===== config.mk =====
export PLATFORM = sky130hd
export DESIGN_NAME = iobus_initiator
export DESIGN_NICKNAME = d
export VERILOG_FILES = /design/src/rtl/iobus_pkg.sv /design/src/rtl/iobus_cmd_fifo.sv /design/src/rtl/iobus_initiator.sv
export SDC_FILE = /design/constraint.sdc
export NUM_CORES = 1
export LEC_CHECK = 0
export CORE_ASPECT_RATIO = 0.6
export CORE_UTILIZATION = 42
export CTS_BUF_LIST = sky130_fd_sc_hd__clkbuf_8
export DETAILED_ROUTE_END_ITERATION = 8
export PLACE_DENSITY = 0.65
export SLEW_MARGIN = 20
export SYNTH_ARGS = -nofsm -noshare
export SYNTH_HDL_FRONTEND = slang
export SYNTH_HIERARCHICAL = 1
export SYNTH_SLANG_ARGS = --single-unit

===== constraint.sdc =====
create_clock -name CLK -period 4.8 [get_ports CLK]
set_input_delay 0.96 -clock CLK [delete_from_list [all_inputs] [get_ports CLK]]
set_output_delay 0.96 -clock CLK [all_outputs]
set_load 0.02 [all_outputs]

===== src/rtl/iobus_pkg.sv =====
// Shared types and constants for the OTTER IOBUS initiator.
package iobus_pkg;

    localparam logic [31:0] IOBUS_SW_ADDR  = 32'h1100_8000;
    localparam logic [31:0] IOBUS_BTN_ADDR = 32'h1100_8004;
    localparam logic [31:0] IOBUS_LED_ADDR = 32'h1100_C000;
    localparam logic [31:0] IOBUS_SEG_ADDR = 32'h1100_C004;
    localparam logic [31:0] IOBUS_AN_ADDR  = 32'h1100_C008;
    localparam logic [15:0] IOBUS_BASE     = 16'h1100;

    typedef struct packed {
        logic        wr;
        logic [31:0] addr;
        logic [31:0] data;
    } iobus_cmd_t;

    typedef enum logic [1:0] {
        ST_IDLE  = 2'd0,
        ST_ISSUE = 2'd1,
        ST_RESP  = 2'd2
    } iobus_state_t;

    // Word-aligned and inside the I/O window.
    function automatic logic iobus_addr_ok(input logic [31:0] addr);
        return (addr[31:16] == IOBUS_BASE) && (addr[1:0] == 2'b00);
    endfunction

endpackage


===== src/rtl/iobus_cmd_fifo.sv =====
// Synchronous command FIFO; also exposes the entry behind the head so the
// initiator can chain back-to-back ISSUE cycles.
module iobus_cmd_fifo
    import iobus_pkg::*;
#(
    parameter int FIFO_DEPTH = 4
) (
    input  logic                        CLK,
    input  logic                        RST,
    input  logic                        i_push,
    input  iobus_cmd_t                  i_din,
    input  logic                        i_pop,
    output iobus_cmd_t                  o_head,
    output iobus_cmd_t                  o_head_nxt,
    output logic                        o_full,
    output logic                        o_empty,
    output logic [$clog2(FIFO_DEPTH):0] o_count
);

    localparam int AW = $clog2(FIFO_DEPTH);
    localparam int CW = AW + 1;

    iobus_cmd_t          r_mem [FIFO_DEPTH];
    logic     [AW-1:0]   r_wr_ptr;
    logic     [AW-1:0]   r_rd_ptr;
    logic     [CW-1:0]   r_count;
    logic     [AW-1:0]   w_rd_nxt;
    logic                w_push;
    logic                w_pop;

    assign o_full   = (r_count == CW'(FIFO_DEPTH));
    assign o_empty  = (r_count == '0);
    assign o_count  = r_count;
    assign w_push   = i_push & ~o_full;
    assign w_pop    = i_pop & ~o_empty;
    assign w_rd_nxt = r_rd_ptr + 1'b1;

    assign o_head     = r_mem[r_rd_ptr];
    assign o_head_nxt = r_mem[w_rd_nxt];

    always_ff @(posedge CLK) begin
        if (w_push)
            r_mem[r_wr_ptr] <= i_din;
    end

    always_ff @(posedge CLK or posedge RST) begin
        if (RST) begin
            r_wr_ptr <= '0;
            r_rd_ptr <= '0;
            r_count  <= '0;
        end else begin
            if (w_push)
                r_wr_ptr <= r_wr_ptr + 1'b1;
            if (w_pop)
                r_rd_ptr <= w_rd_nxt;
            case ({w_push, w_pop})
                2'b10:   r_count <= r_count + CW'(1);
                2'b01:   r_count <= r_count - CW'(1);
                default: r_count <= r_count;
            endcase
        end
    end

endmodule


===== src/rtl/iobus_initiator.sv =====
// IOBUS initiator: queued read/write commands issued one per ISSUE cycle.
// Optional address filtering is enabled by defining IOBUS_ADDR_CHECK_EN.
module iobus_initiator
    import iobus_pkg::*;
#(
    parameter int FIFO_DEPTH = 4
) (
    input  logic        CLK,
    input  logic        RST,
    input  logic        cmd_valid,
    output logic        cmd_ready,
    input  logic        cmd_wr,
    input  logic [31:0] cmd_addr,
    input  logic [31:0] cmd_data,
    output logic        rsp_valid,
    input  logic        rsp_ready,
    output logic [31:0] rsp_data,
    output logic        rsp_err,
    output logic [31:0] iobus_addr,
    output logic [31:0] iobus_out,
    output logic        iobus_wr,
    input  logic [31:0] iobus_in,
    output logic        busy
);

    localparam int CW = $clog2(FIFO_DEPTH) + 1;

    iobus_state_t r_state, w_next;
    iobus_cmd_t   w_head, w_head_nxt, w_sel, w_din;
    logic         w_full, w_empty, w_ok;
    logic [CW-1:0] w_count;

    logic         r_cur_wr, r_cur_bad;
    logic [31:0]  r_bus_addr, r_bus_out;
    logic         r_bus_wr;
    logic         r_rsp_valid, r_rsp_err;
    logic [31:0]  r_rsp_data;

    assign w_din = '{wr: cmd_wr, addr: cmd_addr, data: cmd_data};

    iobus_cmd_fifo #(.FIFO_DEPTH(FIFO_DEPTH)) u_fifo (
        .CLK        (CLK),
        .RST        (RST),
        .i_push     (cmd_valid),
        .i_din      (w_din),
        .i_pop      (r_state == ST_ISSUE),
        .o_head     (w_head),
        .o_head_nxt (w_head_nxt),
        .o_full     (w_full),
        .o_empty    (w_empty),
        .o_count    (w_count)
    );

    assign cmd_ready  = ~w_full;
    assign busy       = ~w_empty | (r_state != ST_IDLE);
    assign iobus_addr = r_bus_addr;
    assign iobus_out  = r_bus_out;
    assign iobus_wr   = r_bus_wr;
    assign rsp_valid  = r_rsp_valid;
    assign rsp_data   = r_rsp_data;
    assign rsp_err    = r_rsp_err;

    // While ISSUE pops the head, the next command to issue is the one behind it.
    assign w_sel = (r_state == ST_ISSUE) ? w_head_nxt : w_head;

`ifdef IOBUS_ADDR_CHECK_EN
    assign w_ok = iobus_addr_ok(w_sel.addr);
`else
    assign w_ok = 1'b1;
`endif

    always_comb begin
        w_next = r_state;
        case (r_state)
            ST_IDLE:  if (!w_empty) w_next = ST_ISSUE;
            ST_ISSUE: begin
                if (!r_cur_wr)
                    w_next = ST_RESP;
                else if (w_count > CW'(1))
                    w_next = ST_ISSUE;
                else
                    w_next = ST_IDLE;
            end
            ST_RESP:  if (rsp_ready) w_next = w_empty ? ST_IDLE : ST_ISSUE;
            default:  w_next = ST_IDLE;
        endcase
    end

    always_ff @(posedge CLK or posedge RST) begin
        if (RST)
            r_state <= ST_IDLE;
        else
            r_state <= w_next;
    end

    // Bus outputs are loaded on entry to ISSUE and idle everywhere else.
    always_ff @(posedge CLK or posedge RST) begin
        if (RST) begin
            r_cur_wr   <= 1'b0;
            r_cur_bad  <= 1'b0;
            r_bus_addr <= '0;
            r_bus_out  <= '0;
            r_bus_wr   <= 1'b0;
        end else if (w_next == ST_ISSUE) begin
            r_cur_wr   <= w_sel.wr;
            r_cur_bad  <= ~w_ok;
            r_bus_addr <= w_ok ? w_sel.addr : 32'h0;
            r_bus_out  <= (w_ok && w_sel.wr) ? w_sel.data : 32'h0;
            r_bus_wr   <= w_ok & w_sel.wr;
        end else begin
            r_bus_addr <= '0;
            r_bus_out  <= '0;
            r_bus_wr   <= 1'b0;
        end
    end

    always_ff @(posedge CLK or posedge RST) begin
        if (RST) begin
            r_rsp_valid <= 1'b0;
            r_rsp_data  <= '0;
            r_rsp_err   <= 1'b0;
        end else if (r_state == ST_ISSUE && !r_cur_wr) begin
            r_rsp_valid <= 1'b1;
            r_rsp_data  <= r_cur_bad ? 32'h0 : iobus_in;
            r_rsp_err   <= r_cur_bad;
        end else if (r_rsp_valid && rsp_ready) begin
            r_rsp_valid <= 1'b0;
        end
    end

endmodule


Run 1, signal wires by layer:
Drawn at 2 px/um. Two of the layers only.
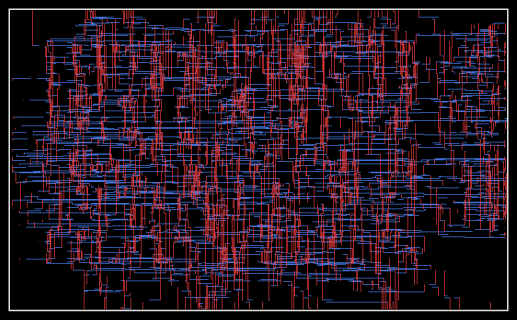
[red] met2 | wire length: 14200 um
[blue] met1 | wire length: 14200 um
Routed WL per cell: 21.4 um
GRT Overall Usage: 0.172
final WL: 31.2 mm

Run 1, cell classes on the final placement:
Drawn at 1.5 px/um.
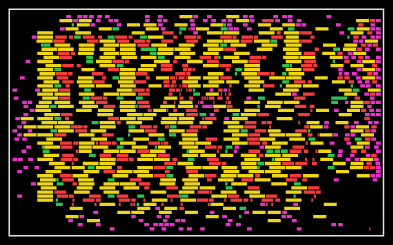
[magenta] other buffers and delay cells | cells: 208
[yellow] flip-flops | cells: 368
[red] all other logic | cells: 311
[green] clock drivers and dummy loads | cells: 100
area of the placeable core: 35500 sq um
number of rows in the core area: 53

Run 1, cell placement:
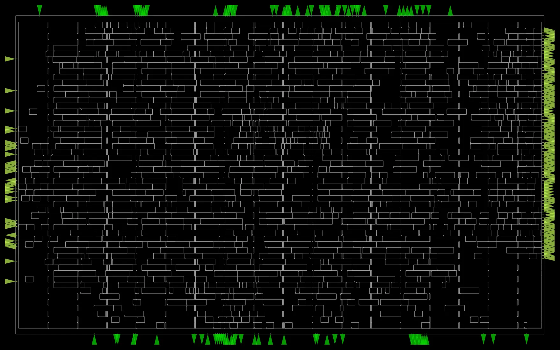
well-tap cell count: 467
final instance count without filler cells: 1454
sequential cell area share: 0.561
final core occ: 0.529
number of flip-flops and latches: 368

==> run 1: cell type report <==
cell class,instances,area (sq um)
well taps,467,584
clock buffers,67,922
repair buffers,208,2070
inverters,14,57.6
flip-flops and latches,368,10500
clock inverters,33,194
fillers,2725,16700
multi-input cells,297,4400
==> run 1: cell usage after synthesis, types with 2 or more instances <==
cell | number | share of area
sky130_fd_sc_hd__nand2_1 | 2 | 0.00049
sky130_fd_sc_hd__buf_6 | 15 | 0.011
sky130_fd_sc_hd__mux4_2 | 130 | 0.19
sky130_fd_sc_hd__buf_2 | 22 | 0.0072
sky130_fd_sc_hd__mux2i_1 | 34 | 0.022
sky130_fd_sc_hd__inv_1 | 13 | 0.0032
sky130_fd_sc_hd__xnor2_1 | 3 | 0.0017
sky130_fd_sc_hd__dfrtp_1 | 108 | 0.18
sky130_fd_sc_hd__mux2_2 | 28 | 0.021
sky130_fd_sc_hd__nor2b_1 | 2 | 0.00082
sky130_fd_sc_hd__clkbuf_1 | 4 | 0.00098
sky130_fd_sc_hd__ha_1 | 5 | 0.0041
sky130_fd_sc_hd__nor3_1 | 33 | 0.011
sky130_fd_sc_hd__buf_4 | 9 | 0.0044
sky130_fd_sc_hd__xor2_1 | 3 | 0.0017
sky130_fd_sc_hd__and2_1 | 4 | 0.0016
sky130_fd_sc_hd__a22o_1 | 32 | 0.018
sky130_fd_sc_hd__edfxtp_1 | 260 | 0.51
sky130_fd_sc_hd__mux2_1 | 5 | 0.0037
sky130_fd_sc_hd__nor2_1 | 4 | 0.00098
==> run 1: logic make-up after synthesis <==
family / Yosys count / synth area share
compound gates: 37 / 0.0207
xor+xnor: 6 / 0.00343
fa+ha+maj: 6 / 0.00539
buf+inv: 65 / 0.0280
flops: 368 / 0.686
mux: 198 / 0.239
other cells: 1 / 0.000245
simple gates: 49 / 0.0170
==> flow_results.org, run 1 <==
#+TITLE: Synthesis and PnR summary

** CTS
- The tree is rooted in a sky130_fd_sc_hd__clkbuf_8.
- PostCTS Resize Cnt :: 0
- CTS sink cnt :: 368
- Clock Latency Late Sink :: 0.62 ns

** Route
- The detailed router reports a met3 wire length of 2.03 mm.
- Routed signal wires occupy layers up through met4.
- Amount of wire on met2 after detailed routing :: 14.2 mm

** Synthesis
- The net count after synthesis is 837.
- Number of distinct standard cells referenced by the synthesized netlist :: 34
- Seq cells post-synth :: 368
- The cell area that synthesis handed to floorplanning was 15300 sq um.

** Final layout
- Max FFs per register :: 260
- Most frequently placed logic cells in the final layout :: sky130_fd_sc_hd__edfxtp_1, sky130_fd_sc_hd__clkdlybuf4s50_1, sky130_fd_sc_hd__mux4_2, sky130_fd_sc_hd__dfrtp_1, sky130_fd_sc_hd__clkbuf_8
- Total non-filler cell area in the finished layout :: 18800 sq um
- By instance count after routing, the leading logic cell type is sky130_fd_sc_hd__edfxtp_1.
- The number of antenna diodes in the final layout is 0.
- Layout cell share with drive strength beyond 1 :: 0.258

** Place
- Total cell area at the placement stage :: 17600 sq um
- Input and output buffers added on the ports amount to 200.
- Cell total after placement :: 1354
- Post-placement worst setup slack :: 1.50 ns
- Final weighted congestion in routability-driven placement :: 0.725

** STA
- The final layout reports a setup TNS of 0 ns.
- Measured slew at the worst slew-check pin :: 1.11 ns
- Final setup slack of the worst path :: 1.67 ns
- Minimum clock period after layout :: 3.13 ns

** GRT
- Routing usage on met3 :: 0.0442
- For this run, global-route usage on met2 was measured as 0.261.
- Global-route wire length before repair :: 48.8 mm

** Floorplanning
- Horiz. Die Dim :: 249 um
- Measured along the y axis, the die boundary spans 150 um.

** Pwr
- Top power group :: registers
- VDD IR max :: 0.000706 V
- Switching pwr :: 0.00396 W
- Standby leakage power :: 6.65 nW
- Combinational cells consume a total of 0.00473 W.
- Clock Power Share :: 0.210
- The design draws 0.0121 W.
- The switching portion of total power comes to 0.327.
- The share of total power dissipated in combinational logic is 0.390.

** Critical path
- Crit start category :: flip-flop
- The launch point of the worst register-to-register path is recorded as u_fifo/r_rd_ptr[1].
- Required time at the endpoint of the critical path :: 3.84 ns
- On the critical path the largest part of the delay comes from buffers and inverters.
- Setup CP Type :: reg2out
- Critical path buffers and inverters :: 1
- Slack of the worst reg-to-reg path :: 1.92 ns

** Flow run
- Count of warning messages emitted by the tools :: 29

** Min path
- The type recorded for the worst min-delay path is reg2reg.

** Outcome
- The run finished with clean final reports.
--- run 2 (diff from run 1) ---
--- a/config.mk
+++ b/config.mk
@@ -9,7 +9,7 @@
 export CORE_UTILIZATION = 42
 export CTS_BUF_LIST = sky130_fd_sc_hd__clkbuf_8
 export DETAILED_ROUTE_END_ITERATION = 8
-export PLACE_DENSITY = 0.65
+export PLACE_DENSITY = 0.67
 export SLEW_MARGIN = 20
 export SYNTH_ARGS = -nofsm -noshare
 export SYNTH_HDL_FRONTEND = slang
==> constraint.sdc (replaced) <==
create_clock -name CLK -period 2.6 [get_ports CLK]
set_input_delay 0.52 -clock CLK [delete_from_list [all_inputs] [get_ports CLK]]
set_output_delay 0.52 -clock CLK [all_outputs]
set_load 0.02 [all_outputs]
Run 2, signal wires by layer:
Drawn at 2 px/um. Two of the layers only.
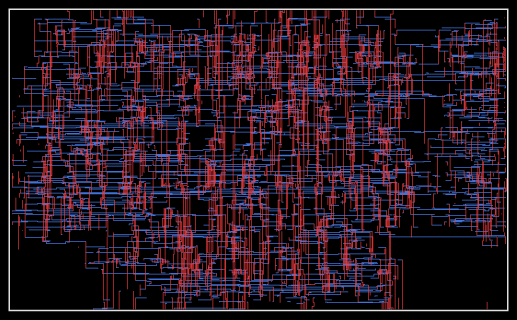
[blue] met1 | wire length: 14600 um
[red] met2 | wire length: 15000 um
GRT Overall Usage: 0.176
DR vias: 8078
final WL: 32.3 mm

==> run 2 against run 1 <==
  * Non-clock buffer count rose by 16
  * Sequential power rose by 81%
  * Wire length rose by 3.8%
  * Cell area rose by 0.95%
  * Clock power rose by 67%
  * Clock skew fell by 0.022 ns
  * Utilization rose by 0.50 points
  * Via count rose by 1.2%
  * Combinational power rose by 97%
  * Clock-buffer cell count fell by 6
  * Critical path type unchanged
==> flow_results.org, run 2 <==
#+TITLE: Synthesis and PnR summary

** Pwr
- Overall Power :: 0.0223 W (was 0.0121 W)
- The leakage power of the design is 6.73 nW (was 6.65 nW).
- The switching share of power is 0.332 (was 0.327).
- The power per unit of standard cell area is 1180 nW/um^2 (was 645 nW/um^2).
- VDD IR max :: 0.000562 V (was 0.000706 V)
- The power attributed to combinational cells was 0.00932 W (was 0.00473 W).
- The clock share of power was 0.190 (was 0.210).
- Top power group :: combinational cells (was registers)
- The combinational share of power was 0.418 (was 0.390).

** Final layout
- The logic area came to 4420 sq um (was 4400 sq um).
- The total inserted antenna cells is 0 (unchanged).
- The most frequent logic cell in the layout is sky130_fd_sc_hd__edfxtp_1 (unchanged).
- The fraction of layout cells with a size suffix above 1 was 0.263 (was 0.258).

** Synthesis
- Number of distinct standard cells referenced by the synthesized netlist :: 34 (unchanged)
- Biggest area contributors in the synthesized netlist: sky130_fd_sc_hd__edfxtp_1, sky130_fd_sc_hd__mux4_2, sky130_fd_sc_hd__dfrtp_1 (unchanged).
- Library cell occupying the most area in the post-synthesis netlist :: sky130_fd_sc_hd__edfxtp_1 (unchanged)
- Top cell type by instance count after synthesis :: sky130_fd_sc_hd__edfxtp_1 (unchanged)
- The fraction of the mapped netlist area in simple logic gates came to 0.0170 (unchanged).
- Xor-xnor portion of the synthesized cell area :: 0.00343 (unchanged)
- Top area contributor share :: 0.510 (unchanged)
- Dominant synthesized flop cell :: sky130_fd_sc_hd__edfxtp_1 (unchanged)
- Aoi/oai-family share of the synthesized area :: 0.0207 (unchanged)
- The share of synthesized cell area in full adder, half adder and majority cells came to 0.00539 (unchanged).
- Prevailing logic family in the synthesized netlist :: multiplexers (unchanged)
- The number of register bits inferred by synthesis came to 368 (unchanged).
- Post-synth design cell area :: 15300 sq um (unchanged)
- The sequential share of the synthesized area is 0.686 (unchanged).
- The number of nets produced by synthesis is 837 (unchanged).
- List of most frequent post-synthesis cells: sky130_fd_sc_hd__edfxtp_1, sky130_fd_sc_hd__mux4_2, sky130_fd_sc_hd__dfrtp_1 (unchanged).

** Critical path
- Required time at the endpoint of the critical path :: 2.08 ns (was 3.84 ns)
- Crit start category :: flip-flop (unchanged)
- The launch point of the worst reg-to-reg path was u_fifo/r_rd_ptr[1] (unchanged).

** STA
- Measured slew at the worst slew-check pin :: 0.658 ns (was 1.11 ns)
- Subtracting the final worst setup slack from the clock period gives 2.43 ns.
- Worst slew margin :: 0.562 (was 0.261)
- The final sum of negative setup slack is 0 ns (unchanged).

** Min path
- The class of the most critical hold timing path is in2async (was reg2reg).

** CTS
- CTS sink cnt :: 368 (unchanged)
- Clock Latency Late Sink :: 0.60 ns (was 0.62 ns)
- The root cell of the clock tree is sky130_fd_sc_hd__clkbuf_8 (unchanged).

** GRT
- The fraction of met2 tracks used by global routing was 0.281 (was 0.261).
- The wire length of the first global-routing pass was 49.6 mm (was 48.8 mm).
- Routing usage on met3 :: 0.0475 (was 0.0442)

** Floorplanning
- Horiz. Die Dim :: 249 um (unchanged)
- The height of the die was 150 um (unchanged).
- Number of rows in the core area :: 53 (unchanged)

** Route
- Amount of wire on met2 after detailed routing :: 15.0 mm (was 14.2 mm)
- Max layer used :: met5 (was met4)
- The routed length on met3 is 2.14 mm (was 2.03 mm).
- Routed WL per cell :: 22.1 um (was 21.4 um)

** Flow run
- The count of warning messages emitted by the tools was 29 (unchanged).

** Place
- The number of input and output port buffers inserted was 200 (unchanged).
- Final weighted congestion in routability-driven placement :: 0.722 (was 0.725)

** Outcome
- Run status: finished clean (unchanged).
-- run 2: cell count changes in the layout (fill, tap and decap cells not counted), moves of 2 or more --
cell / delta
sky130_fd_sc_hd__bufinv_16: -2
sky130_fd_sc_hd__inv_1: +6
sky130_fd_sc_hd__inv_6: -2
sky130_fd_sc_hd__buf_12: +14
sky130_fd_sc_hd__buf_4: +2
sky130_fd_sc_hd__clkinv_2: -2
sky130_fd_sc_hd__clkbuf_8: -6
sky130_fd_sc_hd__clkinvlp_4: +3
-- run 2: layout make-up --
cell class,count,share of cell area
sequential,368,0.556
multi-input combinational,297,0.233
timing repair buffer,224,0.125
clock buffer,61,0.0443
tap,467,0.0309
clock inverter,35,0.00747
inverter,14,0.00297
-- run 2: through the flow --
step	instances	utilization	area, sq um	setup slack (ns)
6_report	1466	0.534	18900	0.173
2_1_floorplan	730	-	15300	0.374
3_5_place_dp	1370	0.505	17900	0.301
5_1_grt	1466	0.534	18900	0.0678
4_1_cts	1466	0.533	18900	0.0333
3_3_place_gp	1370	0.505	17900	0.289
-- run 2: final timing paths --
kind | end | slack [ns] | cells after the start
setup reg to reg | iobus_out[1] | 0.51 | 4
max in group asynchronous | iobus_out[15] | 1.70 | 3
min in group CLK | rsp_data[31] | 0.49 | 1
setup / recovery | cmd_ready | 0.17 | 3
hold reg to reg | rsp_data[31] | 0.49 | 1
hold / removal | u_fifo/r_wr_ptr[0] | 0.32 | 2
-- run 2: what timing repair did --
| action | in CTS | in global routing |
|---|---|---|
| gates resized | 2 | 2 |
| endpoints found under the setup margin | 1 | 2 |
| endpoints found under the hold margin | 0 | 0 |
-- run 2: worst max-delay path, delay by kind of cell, from the launching register on --
| family | cells | cell delay [ns] |
|---|---|---|
| flops | 1 | 0.45 |
| buf+inv | 2 | 0.68 |
| simple gates | 1 | 0.19 |
Power is estimated from default activity; no workload was simulated.
